Figure 1. Routed clock nets over the placement.
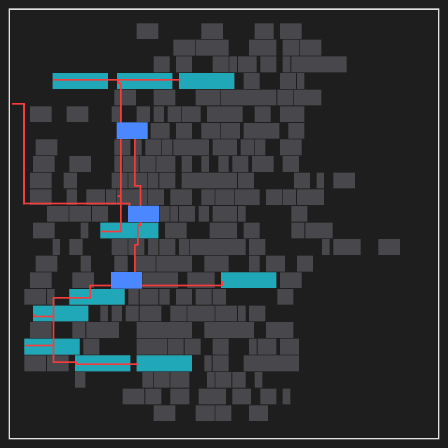
Figure 2. Routed metal per tile.
14 x 14 tiles, from dark blue (low) to red (high), scaled to the fullest tile. Values are wire area over tile area, all layers added.
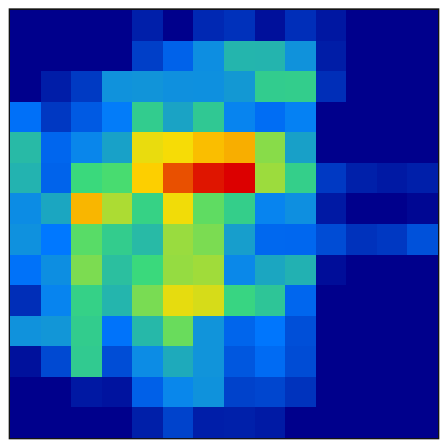
$ cat config.mk
export PLATFORM = sky130hd
export DESIGN_NAME = counter_updown_mod
export DESIGN_NICKNAME = d
export VERILOG_FILES = /design/src/rtl/counter_pkg.sv /design/src/rtl/counter_updown_mod.sv
export SDC_FILE = /design/constraint.sdc
export NUM_CORES = 1
export LEC_CHECK = 0
export CORE_MARGIN = 2
export CORE_UTILIZATION = 25
export CTS_CLUSTER_DIAMETER = 60
export DETAILED_ROUTE_END_ITERATION = 10
export GPL_ROUTABILITY_DRIVEN = 1
export PLACE_DENSITY = 0.59
export SYNTH_ARGS = -nofsm -noshare
export SYNTH_HDL_FRONTEND = slang
export SYNTH_SLANG_ARGS = --single-unit
$ cat constraint.sdc
create_clock -name clk -period 1.95 [get_ports clk]
set_input_delay 0.39 -clock clk [delete_from_list [all_inputs] [get_ports clk]]
set_output_delay 0.39 -clock clk [all_outputs]
set_load 0.005 [all_outputs]
$ cat src/rtl/counter_pkg.sv
// Shared constants for the up/down modulo counter: direction encoding and
// build-time limit behaviour selectors.
package counter_pkg;

  localparam logic DIR_UP   = 1'b1;
  localparam logic DIR_DOWN = 1'b0;

  localparam int unsigned MODE_WRAP = 0;
  localparam int unsigned MODE_SAT  = 1;

endpackage : counter_pkg

$ cat src/rtl/counter_updown_mod.sv
// Parametrised up/down event counter with runtime inclusive limit, synchronous
// clear/load, wrap-or-saturate limit handling, terminal-count pulse and sticky ovf.
module counter_updown_mod
  import counter_pkg::*;
#(
  parameter int unsigned WIDTH     = 8,
  parameter int unsigned RESET_VAL = 0,
  parameter int unsigned SATURATE  = MODE_WRAP
) (
  input  logic             clk,
  input  logic             rst_n,
  input  logic             enable,
  input  logic             clear,
  input  logic             load,
  input  logic [WIDTH-1:0] load_val,
  input  logic             up,
  input  logic [WIDTH-1:0] max_val,
  output logic [WIDTH-1:0] count,
  output logic             tc,
  output logic             ovf
);

  logic [WIDTH-1:0] count_q, count_d;
  logic             tc_q, tc_d;
  logic             ovf_q, ovf_d;
  logic             at_limit;

  // Up direction uses >= so a count loaded above max_val still counts as a limit.
  always_comb begin
    at_limit = (up == DIR_UP) ? (count_q >= max_val) : (count_q == '0);
    count_d  = count_q;
    tc_d     = 1'b0;
    ovf_d    = ovf_q;
    if (clear) begin
      count_d = '0;
      ovf_d   = 1'b0;
    end else if (load) begin
      count_d = load_val;
    end else if (enable) begin
      tc_d  = at_limit;
      ovf_d = ovf_q | at_limit;
      if (!at_limit) begin
        count_d = (up == DIR_UP) ? count_q + 1'b1 : count_q - 1'b1;
      end else if (SATURATE == MODE_WRAP) begin
        count_d = (up == DIR_UP) ? '0 : max_val;
      end
    end
  end

  always_ff @(posedge clk or negedge rst_n) begin
    if (!rst_n) begin
      count_q <= WIDTH'(RESET_VAL);
      tc_q    <= 1'b0;
      ovf_q   <= 1'b0;
    end else begin
      count_q <= count_d;
      tc_q    <= tc_d;
      ovf_q   <= ovf_d;
    end
  end

  assign count = count_q;
  assign tc    = tc_q;
  assign ovf   = ovf_q;

endmodule : counter_updown_mod

==> run summary <==
run metrics: status finished clean, DP HPWL 2897 µm, Synth Area per Inst 8.669 µm², pin count of the biggest net entering global routing 13, number of cell rows 24, GR Util met2 28.68%, Final Max Tran Viols 0, register bit total from synthesis 10, cts hold-fix bufs 0, max_cap viols 0, Max VDD drop 305.6 µV, Top-area cell share 22.91%, die area 4914 µm², RD Place Congestion 0.8610, Design Area, Final 1998 µm², number of CTS-inserted buffers 3, Latency at later pin 0.24 ns, Slew HR 64.69%, clk sink count 10, Main logic family AND-OR/OR-AND gates, Synth Cell Area 1092 µm², commonest cells after routing, fill and taps aside buf_4, clkdlybuf4s50_1, inv_1, layout cells sized above 1 40.50%, GRT Max-Usage Layer met2, die width 70.10 µm, initial core utilization 25.44%, nets 238, num ports 32, DR vias/cell 4.937, ANT nets after route 0, crit path time final 1.900 ns, Seq share, synth 22.91%, yosys cell count 126
Notes on Figure 1 above:
[clock-net drivers] blue | count: 3
[flip-flops] cyan | count: 10
[clock wires] red | length: 189 µm
routed clock nets: 4

Notes on Figure 2 above:
densest ninth of the die: centre
tiles over half the peak: 13%
fullest tile: 0.54
emptiest ninth of the die: lower right
Routed WL: 3932 µm
vias after detailed routing: 1244

## sequential cells by signal, summed over array words and instances (netlist names)
name / flops
tc: 1
ovf: 1
count: 8
## where the power goes
part	total (mW)	switching (mW)	internal, mW
registers	0.249	0.0218	0.227
logic	0.615	0.280	0.335
clock network	0.265	0.0873	0.178
## cell usage after synthesis, drive strengths merged
library cell / n
nor2b: 2
clkbuf: 2
inv: 13
a221oi: 2
or2: 1
a2bb2oi: 2
nor4: 3
nand2: 2
or3: 5
xor2: 1
a32oi: 1
o211ai: 1
nor3b: 1
o21ai: 15
o21bai: 2
a211oi: 2
nand4: 1
nor3: 7
o311a: 1
dfrtp: 10
xnor2: 5
a32o: 1
and3: 2
a211o: 1
o31ai: 1
ha: 14
a31oi: 1
fa: 1
a21oi: 12
a21o: 3
buf: 1
a221o: 4
nor2: 6
## kinds of logic (layout without fill, tap and decap cells)
logic type	after synthesis	after routing
AND-OR/OR-AND	49	49
XOR/XNOR	6	6
adder cells (fa/ha/maj)	15	15
flip-flops	10	10
buffers and inverters	16	90
AND/OR/NAND/NOR	30	30
## how the worst max path moves through the flow
stage / depth (start not counted) / slack (ns) / end
3_3_place_gp: 9 / -0.46 / count[7]
6_report: 10 / 0.05 / count[5]
5_1_grt: 8 / -0.04 / count[5]
4_1_cts: 8 / 0.05 / count[5]
2_1_floorplan: 8 / 0.12 / count[6]
3_5_place_dp: 10 / -0.50 / count[0]
## worst max-delay path, cell delays in order
cell and delay [ns]:
dlygate4sd2_1 0.23, inv_1 0.05, ha_1 0.27, and3_4 0.18, o211ai_1 0.13, buf_4 0.16, a32o_2 0.29, buf_6 0.14
a21oi_4 0.14, nor3_2 0.04
## layer usage
metal  wire (µm)  part of all wire (%)  up-vias
met2        1947                    50       39
met1        1763                    45      575
met4          32                  0.81        0
li1            -                     -      626
met5           0                     0        -
met3         189                   4.8        4
## area by class of cell
| type | count | area (µm²) |
|---|---|---|
| fill | 422 | 2296 |
| clock buffer | 4 | 55.05 |
| sequential | 10 | 251.5 |
| timing repair buffer | 73 | 631.9 |
| inverter | 13 | 48.80 |
| multi-input combinational | 100 | 945.9 |
| tap | 52 | 65.06 |
## timing repair
action                                  CTS  global route
setup buffers                             5             1
resized                                  41             9
pin swaps                                18             8
endpoints found under the setup margin   10             5
## through the flow
stage                     setup TNS (ns)  std cells
final                                  0        252
after global routing            -0.06141        252
after CTS                              0        251
after detailed placement          -4.619        242
after global placement            -4.133        242
after floorplan                        0        126
No activity file was given, so power comes from the tool's default toggle rates.
